**Run 1: met3 routing**

The bar under the picture is 50 microns long.
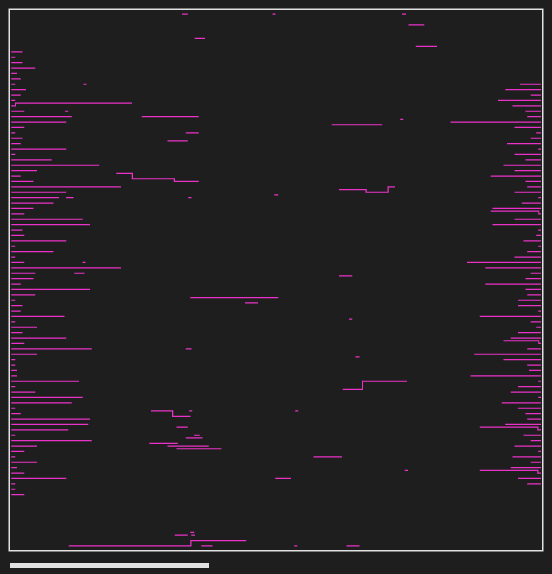
**Run 1: metal 1**

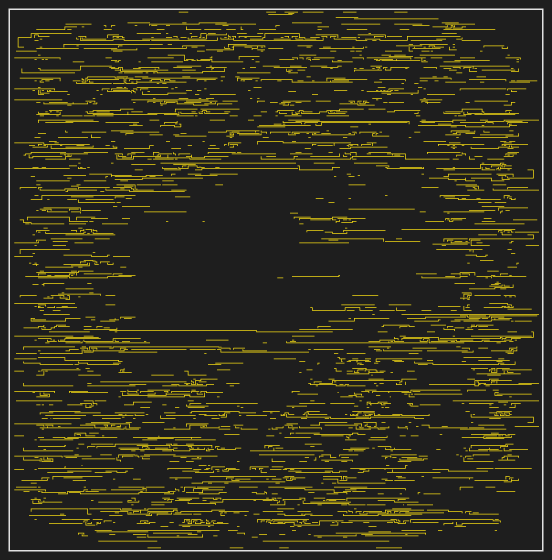
**Run 1: cells colored by class**

Fill, decap, tap and diode cells in gray.
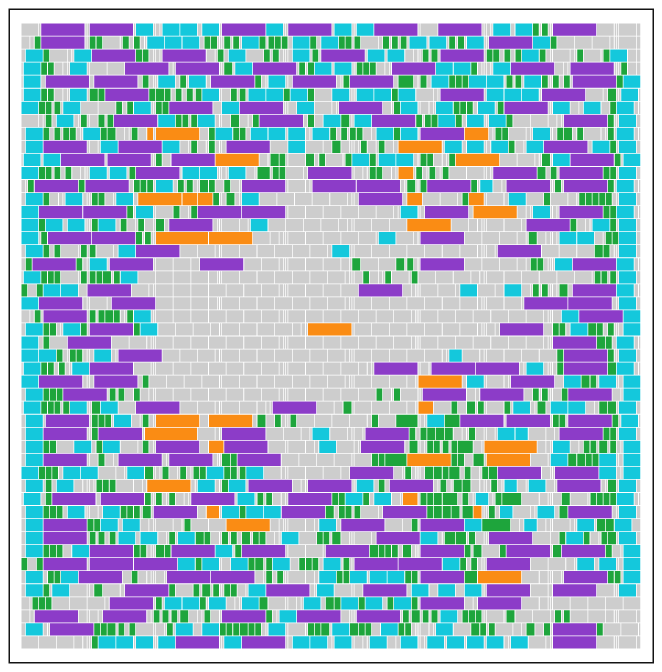
## src/rtl/mem_access_unit.sv

```systemverilog
// mem_access_unit: memory-stage controller between the EXE/MEM and MEM/WB
// pipeline registers. Runs one multi-cycle data-memory access per memory
// instruction over a req/ready handshake. It freezes the upstream pipeline
// while the access is outstanding and registers the MEM/WB stage outputs.
module mem_access_unit #(
  parameter int DATA_W  = 32,
  parameter int REG_W   = 5,
  parameter int TIMEOUT = 255
) (
  input  logic              clk,
  input  logic              reset,
  // EXE/MEM register outputs
  input  logic              writeback_enabled,
  input  logic              memory_read_enabled,
  input  logic              memory_write_enabled,
  input  logic [DATA_W-1:0] alu_unit_result,
  input  logic [DATA_W-1:0] STVal,
  input  logic [REG_W-1:0]  destination_source,
  input  logic [DATA_W-1:0] programrun_counter,
  // data-memory port
  output logic              mem_req,
  output logic              mem_we,
  output logic [DATA_W-1:0] mem_addr,
  output logic [DATA_W-1:0] mem_wdata,
  input  logic              mem_ready,
  input  logic [DATA_W-1:0] mem_rdata,
  // pipeline freeze
  output logic              stall,
  // MEM/WB register
  output logic              wb_en_out,
  output logic              mem_read_out,
  output logic [DATA_W-1:0] alu_result_out,
  output logic [DATA_W-1:0] mem_data_out,
  output logic [DATA_W-1:0] pc_out,
  output logic [REG_W-1:0]  dest_out,
  // sticky error flags
  output logic              misalign_err,
  output logic              bus_err
);

  // The timeout counter only has to reach TIMEOUT-1. Keep at least one bit
  // so that TIMEOUT=1 still elaborates.
  localparam int CNT_W = (TIMEOUT > 1) ? $clog2(TIMEOUT) : 1;
  localparam logic [CNT_W-1:0] CNT_LAST = CNT_W'(TIMEOUT - 1);

  localparam logic [0:0] IDLE = 1'b0;
  localparam logic [0:0] BUSY = 1'b1;

  logic [0:0]       state;
  logic [CNT_W-1:0] cnt;

  logic is_mem;
  logic access_done;
  logic access_timeout;
  logic misaligned;

  // Force the access onto the containing word. The low address bits only
  // feed the misalignment check.
  function automatic logic [DATA_W-1:0] word_align(input logic [DATA_W-1:0] addr);
    return {addr[DATA_W-1:2], 2'b00};
  endfunction

  assign is_mem         = memory_read_enabled | memory_write_enabled;
  assign misaligned     = (alu_unit_result[1:0] != 2'b00);
  assign access_done    = (state == BUSY) & mem_ready;
  assign access_timeout = (state == BUSY) & ~mem_ready & (cnt == CNT_LAST);

  // Freeze upstream while a memory op waits to start or waits for ready.
  // The final timeout cycle releases the freeze so the squashed op retires.
  always_comb begin
    stall = 1'b0;
    case (state)
      IDLE:    stall = is_mem;
      BUSY:    stall = ~mem_ready & (cnt != CNT_LAST);
      default: stall = 1'b0;
    endcase
  end

  // FSM, timeout counter and memory port registers. Port fields stay
  // stable for the whole BUSY period.
  always_ff @(posedge clk or posedge reset) begin
    if (reset) begin
      state     <= IDLE;
      cnt       <= '0;
      mem_req   <= 1'b0;
      mem_we    <= 1'b0;
      mem_addr  <= '0;
      mem_wdata <= '0;
    end else begin
      case (state)
        IDLE: begin
          cnt <= '0;
          if (is_mem) begin
            state     <= BUSY;
            mem_req   <= 1'b1;
            // A simultaneous read+write request is resolved as a write.
            mem_we    <= memory_write_enabled;
            mem_addr  <= word_align(alu_unit_result);
            mem_wdata <= STVal;
          end
        end
        BUSY: begin
          if (access_done || access_timeout) begin
            state   <= IDLE;
            mem_req <= 1'b0;
            cnt     <= '0;
          end else begin
            cnt <= cnt + 1'b1;
          end
        end
        default: begin
          state   <= IDLE;
          mem_req <= 1'b0;
          cnt     <= '0;
        end
      endcase
    end
  end

  // MEM/WB register. It loads on every edge without stall and inserts a
  // bubble otherwise, so a stalled instruction never writes back twice.
  always_ff @(posedge clk or posedge reset) begin
    if (reset) begin
      wb_en_out      <= 1'b0;
      mem_read_out   <= 1'b0;
      alu_result_out <= '0;
      mem_data_out   <= '0;
      pc_out         <= '0;
      dest_out       <= '0;
    end else if (stall) begin
      wb_en_out    <= 1'b0;
      mem_read_out <= 1'b0;
    end else begin
      alu_result_out <= alu_unit_result;
      pc_out         <= programrun_counter;
      dest_out       <= destination_source;
      if (access_timeout) begin
        // Bus timeout: squash the instruction.
        wb_en_out    <= 1'b0;
        mem_read_out <= 1'b0;
        mem_data_out <= '0;
      end else if (access_done) begin
        wb_en_out    <= writeback_enabled;
        mem_read_out <= memory_read_enabled & ~mem_we;
        mem_data_out <= mem_we ? '0 : mem_rdata;
      end else begin
        // Non-memory op passing straight through from IDLE.
        wb_en_out    <= writeback_enabled;
        mem_read_out <= 1'b0;
        mem_data_out <= '0;
      end
    end
  end

  // Sticky error flags. Only reset clears them.
  always_ff @(posedge clk or posedge reset) begin
    if (reset) begin
      misalign_err <= 1'b0;
      bus_err      <= 1'b0;
    end else begin
      if ((state == IDLE) && is_mem && misaligned) misalign_err <= 1'b1;
      if (access_timeout)                          bus_err      <= 1'b1;
    end
  end

endmodule

```

## config.mk

```make
export PLATFORM = sky130hd
export DESIGN_NAME = mem_access_unit
export DESIGN_NICKNAME = d
export VERILOG_FILES = /design/src/rtl/mem_access_unit.sv
export SDC_FILE = /design/constraint.sdc
export NUM_CORES = 1
export LEC_CHECK = 0
export ABC_AREA = 1
export CORE_AREA = 2 2 132 134
export DETAILED_ROUTE_END_ITERATION = 6
export DIE_AREA = 0 0 134 136
export PLACE_DENSITY = 0.84
export SLEW_MARGIN = 5
export SYNTH_ARGS = -nofsm -noshare
export SYNTH_HDL_FRONTEND = slang
export SYNTH_SLANG_ARGS = --single-unit
```

## constraint.sdc

```tcl
create_clock -name clk -period 9.6 [get_ports clk]
set_clock_uncertainty 0.1 [all_clocks]
set_input_delay 2.88 -clock clk [delete_from_list [all_inputs] [get_ports clk]]
set_output_delay 2.88 -clock clk [all_outputs]
set_load 0.005 [all_outputs]
```

==> results.yml, run 1 <==
# implementation run metrics
placed_design:
  placedCellCount: 1270
  numPortBuffers: 308
  dpl_worst_slack_ns: 2.41
finish:
  fill_cells: 1356
  n_antenna_cell: 0
  final-instance-count-excl-fill: 1302
  seqCellArea_sq_mm: 0.00445
  comb_area_sq_mm: 0.00221
  final_layout_size_suffix_gt1_frac: 0.0446
  fin_nets: 1205
yosys:
  synth_cells: 774
  yosysChipArea_sq_mm: 0.00696
  avgSynthCellArea_sq_um: 8.99
  async_flop_share: 1.00
  synth_area_sq_mm: 0.00696
  top_area_cell: "dfrtp_1"
  synthFlopType: "dfrtp_1"
  ys_cells: 774
  ys_top_cells_by_area: "dfrtp_1 64%, nand2_1 23%, nand3_1 5.3%"
  synth_top_area_share: 0.640
  yosysWarningCount: 0
  ys_ff: 178
  synth_seq_share: 0.640
drt:
  drtPass1Iterations: 4
  drc_errors: 0
  wl_per_cell_microns: 15.2
  antenna_left: 0
  drt_iter0_drc: 403
  totalWireLength_microns: 19800
  vias_per_cell: 4.72
  vias: 6149
grt:
  grt-ovfl-total: 0
  grt_pass1_vias: 6102
  grt.total_usage: 0.217
  antenna_found_initial: 0
  grt_pass1_wl_microns: 30900
  grt_max_degree: 112
power_and_ir_drop:
  p_per_area_mw_per_mm2: 256
  p_leak_nw: 5.27
  power.total_mw: 2.75
  ir_drop_mv: 0.156
die:
  dieWidth_microns: 134
  coreArea_sq_mm: 0.0169
  ioPinCount: 311
final_timing:
  rsz0062_at_grt: "no"
  tightest_slew_ns: 1.13
  setup_viol: 0
  max_slew_margin: 0.247
  finalHoldWorstSlack_ns: 0.369
  slew_viol_final: 0
  final.period_utilization: 0.749
  hold_violations: 0
  max_freq_mhz: 139
  tns_ns: 0
  worst_slack_ns: 2.41
clock_tree:
  hold_buffers: 0
  htreeDepth: 4
  clkSinkCount: 178
  clk_pin_slew_ns: 0.07
  insertion_delay_ns: 0.42
  cts_resized: 0
  cts_buffers: 17
  cts_max_path_buffers: 2
  cts_root_buf: "clkbuf_16"
  post-cts-setup-buffer-count: 0
  cts_tree: "done"
setup_path:
  ff2ff_path_depth: 6
  worstSetupPathType: "in -> out"
  start_kind: "input pin"
  crit_fanout: 4
  arrival_ns: 4.21
  required_ns: 6.62
  cp-end-kind: "output pin"
hold_path:
  hold_path.class: "reg -> reg"
  hold_depth: 2
status:
  status: "completed"
run:
  tool_warnings: 31
Back to the opening pictures, 'met3 routing':
longest straight run = 30.6 microns
wire length on this layer = 1330 microns

Back to the opening pictures, 'metal 1':
main direction = horizontal
wire length on this layer = 8320 microns
nets with wire on the layer = 1012

Back to the opening pictures, 'cells colored by class':
green -> all other logic  # cells 552
orange -> clock drivers and dummy loads  # cells 32
purple -> flops  # cells 178
cyan -> other buffers and delay cells  # cells 315
flop share of the area: 0.415
final instance area: 0.0107 sq mm
Final Util: 0.636
Core Rows: 48

[run 1: state kept, by name, indices dropped and copies added, names as in the netlist, 5 cells and up]
name	cells
cnt	8
mem_data_out	32
pc_out	32
alu_result_out	32
dest_out	5
mem_wdata	32
mem_addr	30
[run 1: cells by family (layout without fill, tap and decap cells)]
kind of cell | count (synthesis) | count (layout) | share of synthesized area
AOI/OAI and AO/OA | 9 | 9 | 0.00773
buffers and inverters | 55 | 357 | 0.0458
and+or+nand+nor | 527 | 527 | 0.300
xor gates and xnor gates | 2 | 2 | 0.00252
DFF | 178 | 178 | 0.640
adders and majority gates | 2 | 2 | 0.00360
other | 1 | 2 | 0.000539
[run 1: layout make-up]
class / instances / area share
clock buffers: 19 / 0.0412
clock inverters: 13 / 0.0161
repair buffers: 315 / 0.292
flip-flops and latches: 178 / 0.415
inverters: 10 / 0.00396
well taps: 225 / 0.0262
multi-input cells: 542 / 0.206
[run 1: layout by cell type, fill, tap and decap left out, drive strengths merged]
| cell | n |
|---|---|
| nand3 | 74 |
| clkinv | 5 |
| bufinv | 3 |
| dfrtp | 178 |
| clkbuf | 19 |
| a21oi | 2 |
| o211ai | 1 |
| conb | 2 |
| clkdlybuf4s50 | 308 |
| o21bai | 1 |
| o21ai | 4 |
| clkinvlp | 1 |
| nor2 | 15 |
| nor3 | 4 |
| buf | 7 |
| inv | 14 |
| xor2 | 2 |
| ha | 2 |
| a31o | 1 |
| nand2 | 434 |
[run 1: where the power goes]
part | internal (mW) | switching, mW
combinational | 0.528 | 0.406
sequential | 0.973 | 0.125
clock | 0.421 | 0.301
[run 1: cell usage after synthesis (3+ instances only)]
cell type  number
nor3_1          4
clkbuf_1       11
nor2_1         13
nand3_1        74
buf_1           3
o21ai_0         3
buf_2          15
inv_1           9
buf_4           7
dfrtp_1       178
buf_6           9
nand2_1       432
[run 1: worst max-delay path, cell delays in order]
cell,delay (ns)
clkdlybuf4s50_1,0.45
nor2_2,0.20
nand2_2,0.10
nand2_4,0.06
clkdlybuf4s50_1,0.51
[run 1: worst paths after layout]
| path | start | to | slack (ns) |
|---|---|---|---|
| worst max-delay path | mem_ready | stall | 2.41 |
| worst min-delay path | mem_data_out[10] | mem_data_out[10] | 0.37 |
| worst max register to register | state | alu_result_out[23] | 7.26 |
| worst min register to register | mem_data_out[10] | mem_data_out[10] | 0.37 |
| max in group asynchronous | reset | alu_result_out[31] | 5.02 |
| min in group asynchronous | reset | mem_data_out[19] | 2.97 |
[run 1: per-layer routing]
layer  track usage  wire length, microns
met5             0                     0
met4        0.0916                   569
met3        0.0589                  1330
met2         0.356                  9530
met1         0.272                  8320
**Run 1: clock wiring as the flow saved it**

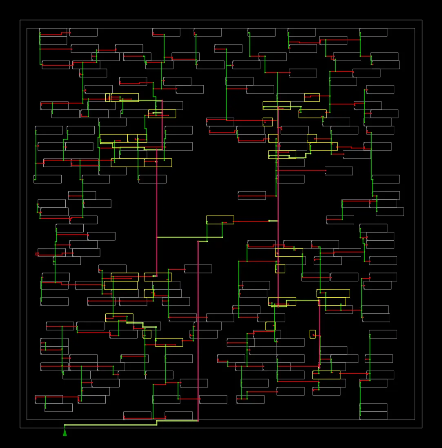

==> run 2: changes to the inputs <==
--- a/config.mk
+++ b/config.mk
@@ -6,10 +6,10 @@
 export NUM_CORES = 1
 export LEC_CHECK = 0
 export ABC_AREA = 1
-export CORE_AREA = 2 2 132 134
+export CORE_AREA = 2 2 139 141
 export DETAILED_ROUTE_END_ITERATION = 6
-export DIE_AREA = 0 0 134 136
-export PLACE_DENSITY = 0.84
+export DIE_AREA = 0 0 141 143
+export PLACE_DENSITY = 0.8
 export SLEW_MARGIN = 5
 export SYNTH_ARGS = -nofsm -noshare
 export SYNTH_HDL_FRONTEND = slang
==> constraint.sdc (replaced) <==
create_clock -name clk -period 6 [get_ports clk]
set_clock_uncertainty 0.1 [all_clocks]
set_input_delay 1.8 -clock clk [delete_from_list [all_inputs] [get_ports clk]]
set_output_delay 1.8 -clock clk [all_outputs]
set_load 0.005 [all_outputs]
**Run 2: clock wiring as the flow saved it**

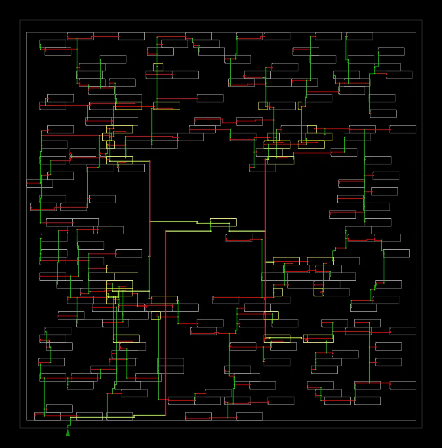
clk pwr: 1.09 mW
clk_lat worst skew: 0.42 ns
Clock Buffer Count: 20
CTS Buf Count: 17
Seq cells: 178

==> run 2 against run 1 <==
  * First-iteration DRC count is 29% lower
  * Via count is 1.9% lower
  * Final area is 0.14% lower
  * Largest cell class unchanged
  * Wire length is 0.67% higher
  * Synthesized cell count stayed put
  * Global-route usage is 2.1 points lower
  * Final cell count is 0.61% higher
  * Power is 57% higher
  * Die size is 11% higher
==> results.yml, run 2 <==
# implementation run metrics
status:
  status: "completed"
clock_tree:
  post-cts-setup-buffer-count: 0
  cts_tree: "done"
  hold_buffers: 0
yosys:
  avgSynthCellArea_sq_um: 8.99
  top_area_cell: "dfrtp_1"
  yosysChipArea_sq_mm: 0.00696
  synth_top_area_share: 0.640
  ys_cells: 774
hold_path:
  hold_path.class: "reg -> reg"
  hold_end: "alu_result_out[10]"
  hold_start: "alu_result_out[10]"
  hold_depth: 2
setup_path:
  crit_top_cell: "clkdlybuf4s50_1"
  max_stage_delay_ns: 0.51
  required_ns: 4.10
  ff2ff_path_depth: 6
  crit_buf_inv: 2
  start_kind: "input pin"
  cpMaxStageDelayCell: "clkdlybuf4s50_1"
  r2r-end: "pc_out[4]"
finish:
  final_layout_size_suffix_gt1_frac: 0.0428
  fin_nets: 1205
  layout.cells.most_common: "nand2_1"
  seqCellArea_sq_mm: 0.00445
  final_cell_mix: "431 x nand2_1, 308 x clkdlybuf4s50_1, 178 x dfrtp_1, 74 x nand3_1, 17 x clkbuf_16"
die:
  coreArea_sq_mm: 0.0186
  dieWidth_microns: 141
drt:
  antenna_left: 0
  drc_errors: 0
  wl_per_cell_microns: 15.2
  vias: 6033
grt:
  antenna_found_initial: 0
  grt.total_usage: 0.196
final_timing:
  rsz0062_at_grt: "no"
  setup_viol: 0
  hold_violations: 0
placed_design:
  numPortBuffers: 308
run:
  tool_warnings: 31
## run 2: cell counts after synthesis
Identical to the previous run, type by type.
## run 2: worst max path at each step
stage | startpoint | depth (start not counted) | slack (ns) | endpoint
final | mem_ready | 5 | 0.95 | stall
after global routing | mem_ready | 5 | 0.90 | stall
after CTS | mem_ready | 5 | 0.94 | stall
after detailed placement | mem_ready | 5 | 0.96 | stall
after global placement | mem_ready | 5 | 0.97 | stall
after floorplan | mem_ready | 4 | 1.78 | stall
## run 2: cells by family (layout without fill, tap and decap cells)
| family | count (synthesis) | after routing | synth area share |
|---|---|---|---|
| adders and majority gates | 2 | 2 | 0.00360 |
| buffers and inverters | 55 | 356 | 0.0458 |
| and+or+nand+nor | 527 | 527 | 0.300 |
| xor gates and xnor gates | 2 | 2 | 0.00252 |
| DFF | 178 | 178 | 0.640 |
| AOI/OAI and AO/OA | 9 | 9 | 0.00773 |
| other | 1 | 2 | 0.000539 |
## run 2: layout make-up
class | instances | share of cell area
inverter | 10 | 0.00385
clock buffer | 20 | 0.0416
sequential | 178 | 0.415
clock inverter | 11 | 0.0111
timing repair buffer | 315 | 0.295
multi-input combinational | 542 | 0.206
tap | 234 | 0.0273
## run 2: layer usage
metal	wire length, microns	global-route usage
met3	1430	0.0543
met4	517	0.0800
met5	0	0
met1	8210	0.238
met2	9730	0.331
## run 2: worst reg2reg max path, stage by stage, from the launching register on
cell	delay [ns]
dfrtp_1	0.35
inv_1	0.12
o21ai_4	0.10
buf_4	0.36
buf_4	0.89
nand3_1	0.25
nand2_1	0.12
## run 2: metrics by stage
step / hold slack, ns / std cells / power, mW
2_1_floorplan: 0.355 / 775 / 2.31
3_3_place_gp: 0.352 / 1279 / 3.25
3_5_place_dp: 0.357 / 1279 / 3.28
4_1_cts: 0.373 / 1310 / 4.39
5_1_grt: 0.380 / 1310 / 4.60
6_report: 0.369 / 1310 / 4.34
## run 2: power breakdown
part	total (mW)	switching [mW]	internal [mW]
sequential	1.75	0.199	1.56
clock	1.09	0.493	0.594
combinational	1.50	0.648	0.848
total	4.34	1.34	3.00
Power and IR drop assume default switching activity.
